m1.png
The bar under the picture is 10 um long. Supply wires on this layer in gray.
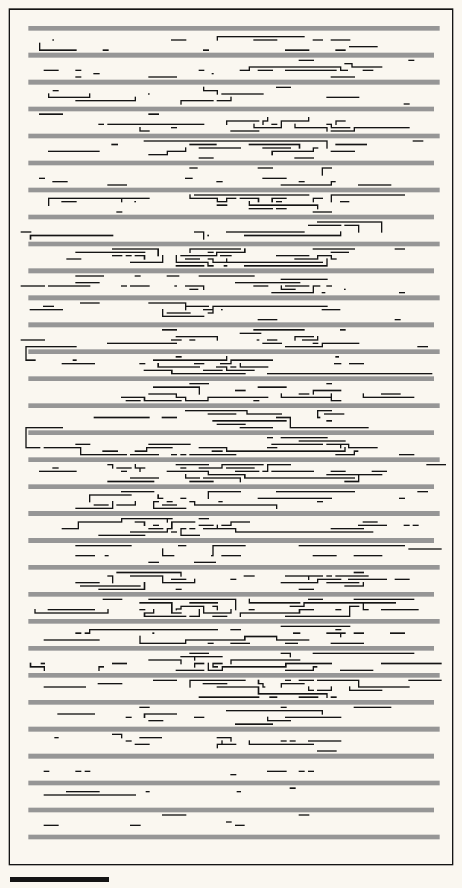
m2.png
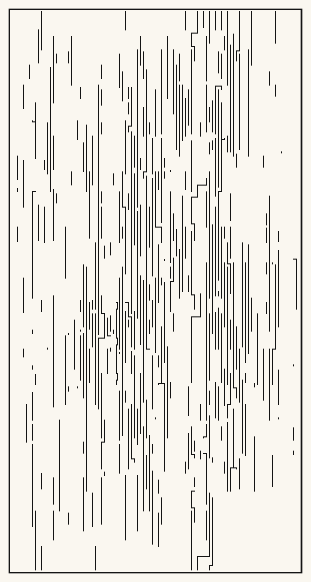
m3.png
The bar under the picture is 10 um long.
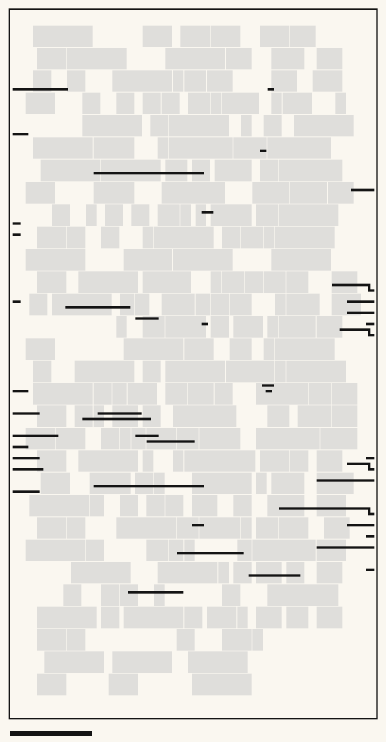
File: src/rtl/ext_irq_gateway.sv
// rtl/ext_irq_gateway.sv - external interrupt gateway: synchronize, detect, pend, claim/complete
// Lowest enabled pending index wins a claim; a source re-arms only after its completion.
module ext_irq_gateway #(
  parameter int N_SRC       = 8,
  parameter int SYNC_STAGES = 2,
  localparam int IDW        = $clog2(N_SRC)
) (
  input  logic             clk,
  input  logic             rst,
  input  logic [N_SRC-1:0] irq_src_i,
  input  logic [N_SRC-1:0] cfg_en_i,
  input  logic [N_SRC-1:0] cfg_edge_i,
  output logic             irq_o,
  input  logic             claim_i,
  output logic             claim_valid_o,
  output logic [IDW-1:0]   claim_id_o,
  input  logic             complete_i,
  input  logic [IDW-1:0]   complete_id_i,
  output logic [N_SRC-1:0] pending_o
);

  logic [N_SRC-1:0] sync_q [SYNC_STAGES];
  logic [N_SRC-1:0] sync_d [SYNC_STAGES];
  logic [N_SRC-1:0] prev_q, prev_d;
  logic [N_SRC-1:0] pending_q, pending_d;
  logic [N_SRC-1:0] in_service_q, in_service_d;
  logic             irq_q, irq_d;
  logic             claim_valid_q, claim_valid_d;
  logic [IDW-1:0]   claim_id_q, claim_id_d;

  logic [N_SRC-1:0] sync, rise, req, avail;
  logic [N_SRC-1:0] set_mask, claim_mask, done_mask;
  logic             win_found;
  logic [IDW-1:0]   win_id;

  always_comb begin
    sync_d[0] = irq_src_i;
    for (int s = 1; s < SYNC_STAGES; s++) begin
      sync_d[s] = sync_q[s-1];
    end
    sync   = sync_q[SYNC_STAGES-1];
    prev_d = sync;
    rise   = sync & ~prev_q;
    req    = (cfg_edge_i & rise) | (~cfg_edge_i & sync);
    avail  = pending_q & cfg_en_i;

    // Scan from the top so the lowest index is the last (winning) assignment.
    win_found = 1'b0;
    win_id    = '0;
    for (int i = N_SRC - 1; i >= 0; i--) begin
      if (avail[i]) begin
        win_found = 1'b1;
        win_id    = IDW'(i);
      end
    end

    claim_mask = '0;
    if (claim_i && win_found) begin
      claim_mask[win_id] = 1'b1;
    end

    done_mask = '0;
    if (complete_i && (32'(complete_id_i) < N_SRC)) begin
      done_mask[complete_id_i] = in_service_q[complete_id_i];
    end

    // Checks use the current registers, so a same-cycle complete or claim drops the req.
    set_mask      = req & ~pending_q & ~in_service_q;
    pending_d     = (pending_q | set_mask) & ~claim_mask;
    in_service_d  = (in_service_q | claim_mask) & ~done_mask;
    irq_d         = |avail;
    claim_valid_d = claim_i & win_found;
    claim_id_d    = claim_valid_d ? win_id : '0;
  end

  always_ff @(posedge clk) begin
    if (rst) begin
      for (int s = 0; s < SYNC_STAGES; s++) begin
        sync_q[s] <= '0;
      end
      prev_q        <= '0;
      pending_q     <= '0;
      in_service_q  <= '0;
      irq_q         <= 1'b0;
      claim_valid_q <= 1'b0;
      claim_id_q    <= '0;
    end else begin
      for (int s = 0; s < SYNC_STAGES; s++) begin
        sync_q[s] <= sync_d[s];
      end
      prev_q        <= prev_d;
      pending_q     <= pending_d;
      in_service_q  <= in_service_d;
      irq_q         <= irq_d;
      claim_valid_q <= claim_valid_d;
      claim_id_q    <= claim_id_d;
    end
  end

  assign irq_o         = irq_q;
  assign claim_valid_o = claim_valid_q;
  assign claim_id_o    = claim_id_q;
  assign pending_o     = pending_q;

endmodule

File: config.mk
export PLATFORM = sky130hd
export DESIGN_NAME = ext_irq_gateway
export DESIGN_NICKNAME = d
export VERILOG_FILES = /design/src/rtl/ext_irq_gateway.sv
export SDC_FILE = /design/constraint.sdc
export NUM_CORES = 1
export LEC_CHECK = 0
export ABC_CLOCK_PERIOD_IN_PS = 1850
export CAP_MARGIN = 10
export CORE_ASPECT_RATIO = 2
export CORE_MARGIN = 1.5
export CORE_UTILIZATION = 47
export CTS_CLUSTER_DIAMETER = 40
export DETAILED_ROUTE_END_ITERATION = 8
export GPL_TIMING_DRIVEN = 0
export PLACE_DENSITY_LB_ADDON = 0.08
export SETUP_SLACK_MARGIN = 0.4
export SLEW_MARGIN = 30
export SYNTH_ARGS = -nofsm -noshare
export SYNTH_HDL_FRONTEND = slang
export SYNTH_SLANG_ARGS = --single-unit
File: constraint.sdc
create_clock -name clk -period 1.85 [get_ports clk]
set_clock_uncertainty 0.2 [all_clocks]
set_input_delay 0.185 -clock clk [delete_from_list [all_inputs] [get_ports clk]]
set_output_delay 0.185 -clock clk [all_outputs]
set_load 0.005 [all_outputs]
==> results.toml <==
# generated from flow reports
[outcome]
status = "complete, but fails checks"
violations = "design-rule violations"

[cells_and_area]
fill_cells = 274
syn_to_final_growth_pct = 46.1
final_area_sq_um = 2370
fin_nets = 254
logic_area_sq_um = 722
drive_gt1_share_pct = 24.1
comb_share_pct = 30.4
area_dominant_class = "registers"
buffer_area_share_pct = 23.3
largest_reg_flops = 16
final-seq-area_sq_um = 916
layout_top_cell = "dfxtp_1"

[routing]
ant_nets = 0
via_count = 1423
routed.top_layer = "met4"
viasPerCell = 5.56
drc = 4
wl_met1_mm = 1.42
wl_mm = 3.86
wl_per_cell_um = 15.1
met2_length_mm = 2.11

[clocking]
cts_sinks = 45
cts_tree = "built"
htree_levels = 2
clkLatencyLatePin_ps = 290
clkTransAtPathRegs_ps = 80
cts_inserted_buffers = 5
clock_path_buffers = 2
cts_resized = 32

[floorplan]
nWellTaps = 32
chip_area_sq_um = 3840
core-area_sq_um = 3340
ios = 44
num_rows = 30
die_h_um = 86.2

[synth]
yosys_warnings = 0
synth-simple-area-share_pct = 20.5
floorplan.nets = 190
synthMuxAreaShare_pct = 0
ys.flop_type = "dfxtp_1"
postSynthSeqShare_pct = 55.4
ys.flops = 45
yosys_cells = 159
top_area_cell = "dfxtp_1"
synth-edff-count = 0
yosys.cell_types.count = 28
synth_area_sq_um = 1630
adder_share_pct = 0

[global_route]
grt_usage_pct = 22.4
grt_pass1_wl_mm = 6.38
grt_antenna_before_repair = 0
grt_pass1_vias = 1464
met2_usage_pct = 37.2

[sta]
tns_ps = 0
period_minus_slack_ps = 1550
worst_pin_slew_ps = 438
max_slew_margin_pct = 70.8
fin_ws_ps = 298
hold_ws_ps = 179
slew_viol_final = 0
final-setup-viol-count = 0

[critical_path]
cpLargestDelayFamily = "AND-OR/OR-AND gates"
r2r-end = "in_service_q[7]"
startpoint = "pending_o[3]"
r2r_setup_slack_ps = 300
r2r_start = "pending_o[3]"
cp_num_buf_inv = 0
cp_max_fo = 6
cpPeakStageDelay_ps = 350
worstRegToRegCells = 4
crit_slowest_cell = "dfxtp_2"
cp.arrival_ps = 1540

[placement]
post-place-ws_ps = -254
place_area_sq_um = 2110
place_inst = 234
gp_congestion = 0.809

[power_and_ir_drop]
power_frac_seq_pct = 53.0
p_int_mw = 1.50
share_comb_of_total_power_pct = 13.8
peakVddDrop_uv = 754
power-top-group = "sequential cells"
switching_power_mw = 0.447
pg_seq_mw = 1.03
totalPowerFinal_mw = 1.95
p_leak_nw = 0.973

[job]
tool_warnings = 29
cap_violations = 0

[worst_hold_path]
min_from = "cfg_en_i[0]"
hold_depth = 2
-- m1.png (at the start) --
share of all routed wire: 37%
nets with wire on the layer: 229
longest straight run: 18.4 um
main direction: horizontal

-- m2.png (at the start) --
longest straight run: 38.2 um
main direction: vertical
wire length on this layer: 2,110 um

-- m3.png (at the start) --
wire length on this layer: 167 um
share of all routed wire: 4.3%
main direction: horizontal
longest straight run: 13.1 um

Power figures rest on the tool's default switching activity, not on a simulated workload.
